File: src/rtl/gate_eval_arbiter.sv
// rtl/gate_eval_arbiter.sv - round-robin arbiter in front of a shared x | ~y evaluation unit
// Optional feature macro: GATE_EVAL_TIMEOUT_EN (DONE-state timeout on a stuck winner)
module gate_eval_arbiter #(
  parameter int N         = 4,
  parameter int TO_CYCLES = 16
) (
  input  logic                 clk,
  input  logic                 resetn,
  input  logic [N-1:0]         req,
  input  logic [N-1:0]         x,
  input  logic [N-1:0]         y,
  output logic [N-1:0]         gnt,
  output logic                 z,
  output logic                 z_valid,
  output logic [$clog2(N)-1:0] z_id,
  output logic                 busy,
  output logic                 timeout
);

  localparam int IW = $clog2(N);

  typedef enum logic [1:0] {
    S_IDLE = 2'd0,
    S_EVAL = 2'd1,
    S_DONE = 2'd2
  } state_t;

  state_t         state_q, state_d;
  logic [IW-1:0]  last_q, last_d;
  logic [IW-1:0]  win_q, win_d;
  logic [N-1:0]   gnt_q, gnt_d;
  logic           z_q, z_d;
  logic           zv_q, zv_d;
  logic [IW-1:0]  zid_q, zid_d;
  logic           busy_q, busy_d;

  logic           pick_found;
  logic [IW-1:0]  pick_idx;
  logic [IW-1:0]  cand;

`ifdef GATE_EVAL_TIMEOUT_EN
  localparam int CW = $clog2(TO_CYCLES + 1);
  logic [CW-1:0]  cnt_q, cnt_d;
  logic           to_q, to_d;
`endif

  // Round-robin pick: scan upward from last_winner+1, wrapping; i == N lands back on last_winner.
  always_comb begin
    pick_found = 1'b0;
    pick_idx   = last_q;
    cand       = last_q;
    for (int i = 1; i <= N; i++) begin
      cand = last_q + IW'(i);
      if (!pick_found && req[cand]) begin
        pick_found = 1'b1;
        pick_idx   = cand;
      end
    end
  end

  // Next-state and next-output logic; outputs are precomputed so they are registered in the state they describe.
  always_comb begin
    state_d = state_q;
    last_d  = last_q;
    win_d   = win_q;
    gnt_d   = '0;
    z_d     = z_q;
    zv_d    = 1'b0;
    zid_d   = zid_q;
    busy_d  = busy_q;
`ifdef GATE_EVAL_TIMEOUT_EN
    cnt_d   = cnt_q;
    to_d    = 1'b0;
`endif
    case (state_q)
      S_IDLE: begin
        if (pick_found) begin
          // Operands are captured here as the finished result, so later x/y/req changes cannot reach z.
          win_d   = pick_idx;
          z_d     = x[pick_idx] | ~y[pick_idx];
          zv_d    = 1'b1;
          zid_d   = pick_idx;
          gnt_d   = N'(1) << pick_idx;
          busy_d  = 1'b1;
          state_d = S_EVAL;
        end
      end
      S_EVAL: begin
        last_d  = win_q;
        busy_d  = 1'b1;
        state_d = S_DONE;
`ifdef GATE_EVAL_TIMEOUT_EN
        cnt_d   = '0;
`endif
      end
      S_DONE: begin
        if (!req[win_q]) begin
          busy_d  = 1'b0;
          state_d = S_IDLE;
        end
`ifdef GATE_EVAL_TIMEOUT_EN
        else if (cnt_q == CW'(TO_CYCLES - 1)) begin
          // last_winner is left alone so the stuck requester drops to lowest priority.
          to_d    = 1'b1;
          cnt_d   = '0;
          busy_d  = 1'b0;
          state_d = S_IDLE;
        end else begin
          cnt_d   = cnt_q + CW'(1);
        end
`endif
      end
      default: begin
        busy_d  = 1'b0;
        state_d = S_IDLE;
      end
    endcase
  end

  // State and registered outputs; reset clears everything at once, abandoning any operation in flight.
  always_ff @(posedge clk or negedge resetn) begin
    if (!resetn) begin
      state_q <= S_IDLE;
      last_q  <= IW'(N - 1);
      win_q   <= '0;
      gnt_q   <= '0;
      z_q     <= 1'b0;
      zv_q    <= 1'b0;
      zid_q   <= '0;
      busy_q  <= 1'b0;
`ifdef GATE_EVAL_TIMEOUT_EN
      cnt_q   <= '0;
      to_q    <= 1'b0;
`endif
    end else begin
      state_q <= state_d;
      last_q  <= last_d;
      win_q   <= win_d;
      gnt_q   <= gnt_d;
      z_q     <= z_d;
      zv_q    <= zv_d;
      zid_q   <= zid_d;
      busy_q  <= busy_d;
`ifdef GATE_EVAL_TIMEOUT_EN
      cnt_q   <= cnt_d;
      to_q    <= to_d;
`endif
    end
  end

  assign gnt     = gnt_q;
  assign z       = z_q;
  assign z_valid = zv_q;
  assign z_id    = zid_q;
  assign busy    = busy_q;
`ifdef GATE_EVAL_TIMEOUT_EN
  assign timeout = to_q;
`else
  assign timeout = 1'b0;
`endif

endmodule

File: config.mk
export PLATFORM = sky130hd
export DESIGN_NAME = gate_eval_arbiter
export DESIGN_NICKNAME = d
export VERILOG_FILES = /design/src/rtl/gate_eval_arbiter.sv
export SDC_FILE = /design/constraint.sdc
export NUM_CORES = 1
export LEC_CHECK = 0
export ABC_AREA = 1
export CAP_MARGIN = 5
export CORE_MARGIN = 1
export CORE_UTILIZATION = 50
export DETAILED_ROUTE_END_ITERATION = 10
export GPL_ROUTABILITY_DRIVEN = 0
export PLACE_DENSITY = 0.83
export REMOVE_ABC_BUFFERS = 1
export SYNTH_ARGS = -nofsm -noshare
export SYNTH_HDL_FRONTEND = slang
export SYNTH_SLANG_ARGS = --single-unit
File: constraint.sdc
create_clock -name clk -period 2.73 [get_ports clk]
set_input_delay 0.546 -clock clk [delete_from_list [all_inputs] [get_ports clk]]
set_output_delay 0.546 -clock clk [all_outputs]
set_load 0.05 [all_outputs]
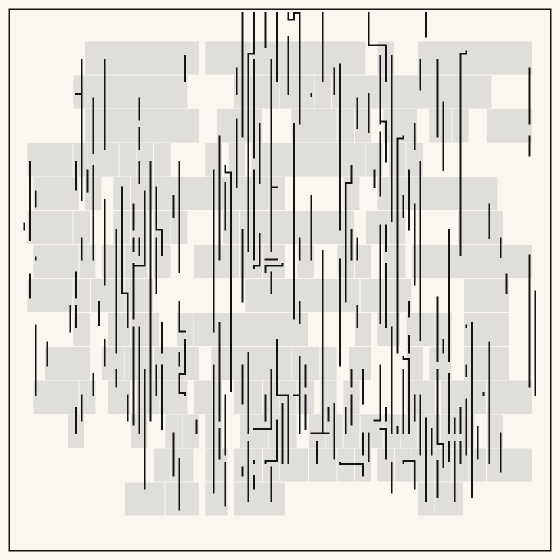
Run 1: signal wires on met2
Cells faint in the background.
The wires run mostly vertical. The layer carries 867 um of wire. 128 nets have wire on it. The longest straight run is 20.7 um. The layer holds 50% of the routed length.

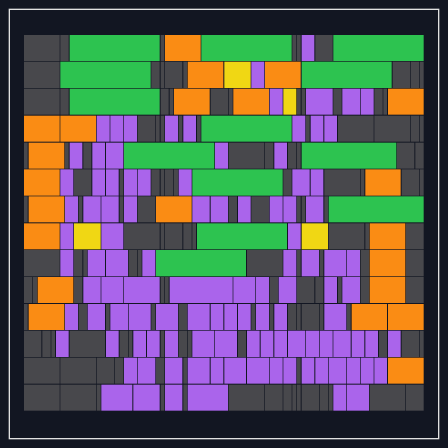
Run 1: cell classes on the final placement
Fill, decap, tap and diode cells in grey.
Key: orange = remaining buffers and delay cells [cells 22]; yellow = clock drivers and dummy loads [cells 4]; purple = combinational and other logic [cells 107]; green = sequential cells [cells 13]

==> run_results.csv, run 1 <==
group,metric,value,unit
final_layout,fin_nets,161,
synth,ys_ff,13,
final_layout,clk_share,2.39,%
pwr,pg_comb,0.959,mW
clock_network,post_cts_buffers,0,
sta,rsz0062_at_grt,"false",
final_layout,nClkBuffers,4,
synth,synth.avg_cell_area,6.98,um^2
placement,placed_area,1070,um^2
final_layout,diodes,0,
setup_path,startpoint,"z_id[1]",
pwr,internal_power,0.656,mW
clock_network,numClockSinks,13,
floorplanning,initial_utilization,55.3,%
final_layout,largest_class,"combinational gates",
setup_path,end_kind,"output port",
global_route,antenna_found_initial,0,
sta,fin_crit_sh,74.9,%
detailed_routing,drt-total-wl,1750,um
setup_path,endpoint,"z_id[1]",
clock_network,tritoncts,"done",
pwr,comb_power_share,66.8,%
pwr,p_clk_share,8.2,%
final_layout,sh_seq_area,29.8,%
detailed_routing,first_iter_violations,22,
synth,synth_seq_share,38.5,%
setup_path,r2r_cells,10,
setup_path,critPathTopFamily,"buffers and inverters",
setup_path,r2r_slack,0.93,ns
setup_path,worstSetupPathType,"reg -> out",
setup_path,cp_slowest_cell,"clkdlybuf4s50_1",
pwr,p_leak,0.542,nW
setup_path,r2r_end,"z_id[0]",
sta,max_freq,0.489,GHz
clock_network,clock.latency.late_pin,0.28,ns
pwr,seqPwrFrac,25.0,%
final_layout,nFlopsAndLatches,13,
setup_path,path_max_fanout,4,
synth,ys_sh_simple,44.5,%
global_route,grt_pass1_wl,3100,um
outcome,status,"completed",
setup_path,crit_buf_inv,1,
worst_hold_path,min_path_cells,2,
synth,ys_sh_xor,0,%
sta,fin_ws,0.685,ns
synth,logic_family,"simple AND/OR/NAND/NOR gates",
synth,synthFlopType,"dfrtp_1",
setup_path,critPathArrivalTime,1.50,ns
detailed_routing,vias,836,
worst_hold_path,holdPathEnd,"busy",
detailed_routing,via_per_inst,5.16,
sta,drv_slew,0,
final_layout,comb_cells,94,
synth,async_flop_share,100,%
clock_network,clk_pin_slew,0.07,ns
clock_network,cts_resized,0,
clock_network,cts-root-buf,"clkbuf_4",
sta,fin_skew,0.00226,ns
synth,aoi_share,7.78,%
setup_path,critical_path_required,2.18,ns
pwr,switching_share,54.3,%
final_layout,num-nonclk-inverters,13,
global_route,grt_max_degree,14,
floorplanning,chipArea,1870,um^2
pwr,powerClk,0.118,mW
detailed_routing,postRouteAntennaNets,0,
global_route,grt_use_total,22.1,%
final_layout,final_util,71.3,%
setup_path,cp_slowest_stage_delay,0.82,ns
placement,post-dp-hpwl,1390,um
global_route,globalRouteOverflowTotal,0,
final_layout,logic_area,449,um^2
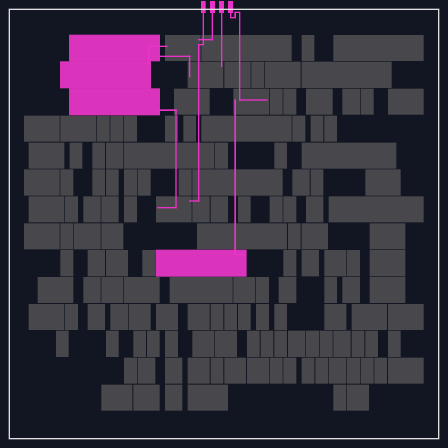
Run 1: nets reached from selected ports
Key: magenta = gnt [bits 4, direction output, end cells 4, buffers 4, wire 82.9 um]

run 1: cell usage after synthesis, types with 2 or more instances:
| cell type | count | area (um^2) |
|---|---|---|
| dfrtp_1 | 11 | 275 |
| dfstp_2 | 2 | 52.6 |
| inv_1 | 8 | 30.0 |
| inv_2 | 3 | 11.3 |
| nand2_1 | 39 | 146 |
| nand2_2 | 11 | 68.8 |
| nand3_1 | 12 | 60.1 |
| nor2_1 | 14 | 52.6 |
| o21ai_0 | 8 | 40.0 |
run 1: layer usage:
layer	share of wire [%]	up-vias	track usage, %
met4	1.1	0	5.45
met3	6.3	2	5.11
met5	0	-	0
li1	-	429	-
met2	50	31	38.5
met1	43	374	27.4
run 1: registers in the layout, indices dropped and copies added (netlist names):
register  flops
busy          1
gnt           4
last_q        2
state_q       2
z             1
z_id          2
z_valid       1
--- run 2 (diff from run 1) ---
--- a/config.mk
+++ b/config.mk
@@ -8,10 +8,10 @@
 export ABC_AREA = 1
 export CAP_MARGIN = 5
 export CORE_MARGIN = 1
-export CORE_UTILIZATION = 50
+export CORE_UTILIZATION = 42
 export DETAILED_ROUTE_END_ITERATION = 10
 export GPL_ROUTABILITY_DRIVEN = 0
-export PLACE_DENSITY = 0.83
+export PLACE_DENSITY = 0.74
 export REMOVE_ABC_BUFFERS = 1
 export SYNTH_ARGS = -nofsm -noshare
 export SYNTH_HDL_FRONTEND = slang
==> constraint.sdc (replaced) <==
create_clock -name clk -period 1.85 [get_ports clk]
set_input_delay 0.37 -clock clk [delete_from_list [all_inputs] [get_ports clk]]
set_output_delay 0.37 -clock clk [all_outputs]
set_load 0.05 [all_outputs]
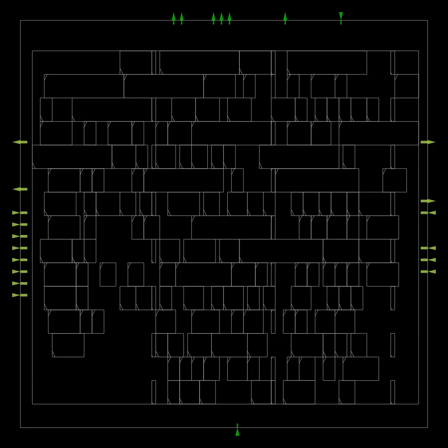
Run 2: placement view
Core Rows: 15
fraction of area in registers: 28.1%
Layout fillers: 180
Non-Filler Instances: 177

==> run_results.csv, run 2 <==
group,metric,value,unit
outcome,status,"completed",
clock_network,ctsHoldBuffers,0,
synth,async_flop_share,100,%
synth,top_cell_area_share,32.3,%
detailed_routing,vias,868,
setup_path,critPathTopFamily,"buffers and inverters",
synth,ys_types,23,
placement,dp_slack,-0.101,ns
setup_path,end_kind,"output port",
setup_path,path_max_fanout,1,
floorplanning,taps,25,
detailed_routing,wire_per_inst,11.0,um
setup_path,critPathArrivalTime,1.42,ns
pwr,p_leak,0.579,nW
global_route,grt_pass1_wl,3160,um
synth,ys_ff,13,
worst_hold_path,min_path_type,"in -> async",
setup_path,worstSetupPathType,"reg -> out",
final_layout,num-nonclk-inverters,13,
clock_network,numClockSinks,13,
final_layout,comb_cells,94,
floorplanning,die_w,47.0,um
synth,synthFlopType,"dfrtp_1",
setup_path,cp-start-kind,"flop",
detailed_routing,postRouteAntennaNets,0,
final_layout,nClkBuffers,4,
floorplanning,initial_utilization,46.8,%
sta,relSlewSlack,61.7,%
setup_path,r2r_cells,12,
synth,syn-cell-area,852,um^2
detailed_routing,drc,0,
global_route,grt_max_degree,14,
detailed_routing,first_iter_violations,18,
floorplanning,core,1820,um^2
placement,post-dp-hpwl,1510,um
sta,fin_crit,1.79,ns
sta,hold_slack,0.463,ns
clock_network,cts-root-buf,"clkbuf_4",
setup_path,cp_slowest_cell,"clkdlybuf4s50_1",
final_layout,nFlopsAndLatches,13,
setup_path,crit_buf_inv,1,
sta,fin_ws,0.0584,ns
synth,synthMostInstantiatedCell,"nand2_1",
setup_path,endpoint,"gnt[1]",
sta,fin_crit_sh,96.8,%
sta,fin_skew,0.00276,ns
final_layout,layout_top_cells,"nand2_1 (36), clkdlybuf4s50_1 (18), nor2_1 (14), nand2_2 (13)",
setup_path,critical_path_required,1.48,ns
global_route,antenna_found_initial,0,
synth,synth.avg_cell_area,6.98,um^2
clock_network,clockBufferDepth,2,
floorplanning,chipArea,2210,um^2
setup_path,r2r-start,"last_q[0]",
setup_path,r2r_slack,0.12,ns
global_route,globalRouteOverflowTotal,0,
placement,placed_area,1100,um^2
final_layout,logic_area,467,um^2
final_layout,largest_register_ffs,4,
final_layout,diodes,0,
detailed_routing,drt-total-wl,1940,um
synth,synthTopCellsByArea,"dfrtp_1 (32%), nand2_1 (17%), nand2_2 (8.1%)",
sta,drv_slew,0,
clock_network,post_cts_buffers,0,
setup_path,startpoint,"gnt[1]",
detailed_routing,via_per_inst,4.90,
final_layout,signal_buffers,28,
clock_network,cts_resized,0,
final_layout,clk_share,2.25,%
synth,yosys_cells,122,
setup_path,cp_slowest_stage_delay,0.81,ns
floorplanning,die_h,47.0,um
final_layout,final_util,64.1,%
sta,max_freq,0.558,GHz
final_layout,fin_nets,167,
clock_network,clk_pin_slew,0.08,ns
setup_path,r2r_end,"z",
final_layout,buffer_area_share,22.2,%
clock_network,clock.latency.late_pin,0.27,ns
final_layout,largest_class,"combinational gates",
synth,synth_seq_share,38.5,%
setup_path,crit_chain,"clkdlybuf4s50_1",
final_layout,layout_top_cell,"nand2_1",
synth,top_cells_by_count,"nand2_1 (39), nor2_1 (14), nand3_1 (12)",
clock_network,tritoncts,"done",
synth,top_area_cell,"dfrtp_1",
global_route,grt_use_total,19.9,%
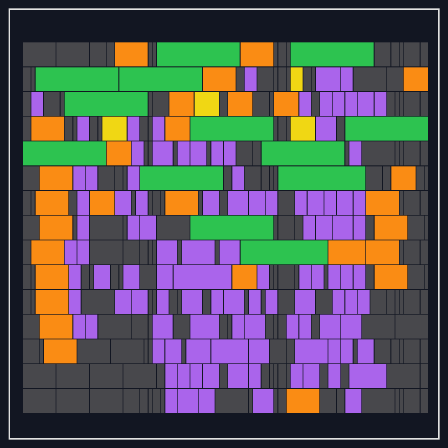
Run 2: cell classes on the final placement
Fill, decap, tap and diode cells in grey.
Key: purple = combinational and other logic [cells 107]; yellow = clock drivers and dummy loads [cells 4]; orange = remaining buffers and delay cells [cells 28]; green = sequential cells [cells 13]

==> run 2: cell counts after synthesis <==
No cell type changed its count.
==> run 2: routing by layer <==
layer,part of all wire (%),track usage (%),up-vias
met5,0,0,-
met4,0,1.71,0
met3,5.3,5.77,0
met2,50,34.2,27
met1,44,26.0,397
li1,-,-,444
==> run 2: logic make-up (layout without fill, tap and decap cells) <==
kind of cell	after synthesis	count (layout)	synth area share (%)
compound gates	12	12	7.78
buf+inv	15	45	8.81
flops	13	13	38.5
other cells	1	1	0.440
simple gates	81	81	44.5
==> run 2: where the power goes <==
part           leakage (nW)  internal, mW  switching, mW
Sequential            0.160         0.417         0.0974
Clock                0.0150        0.0835         0.0869
Combinational         0.404         0.589           1.04
Power figures rest on the tool's default switching activity, not on a simulated workload.
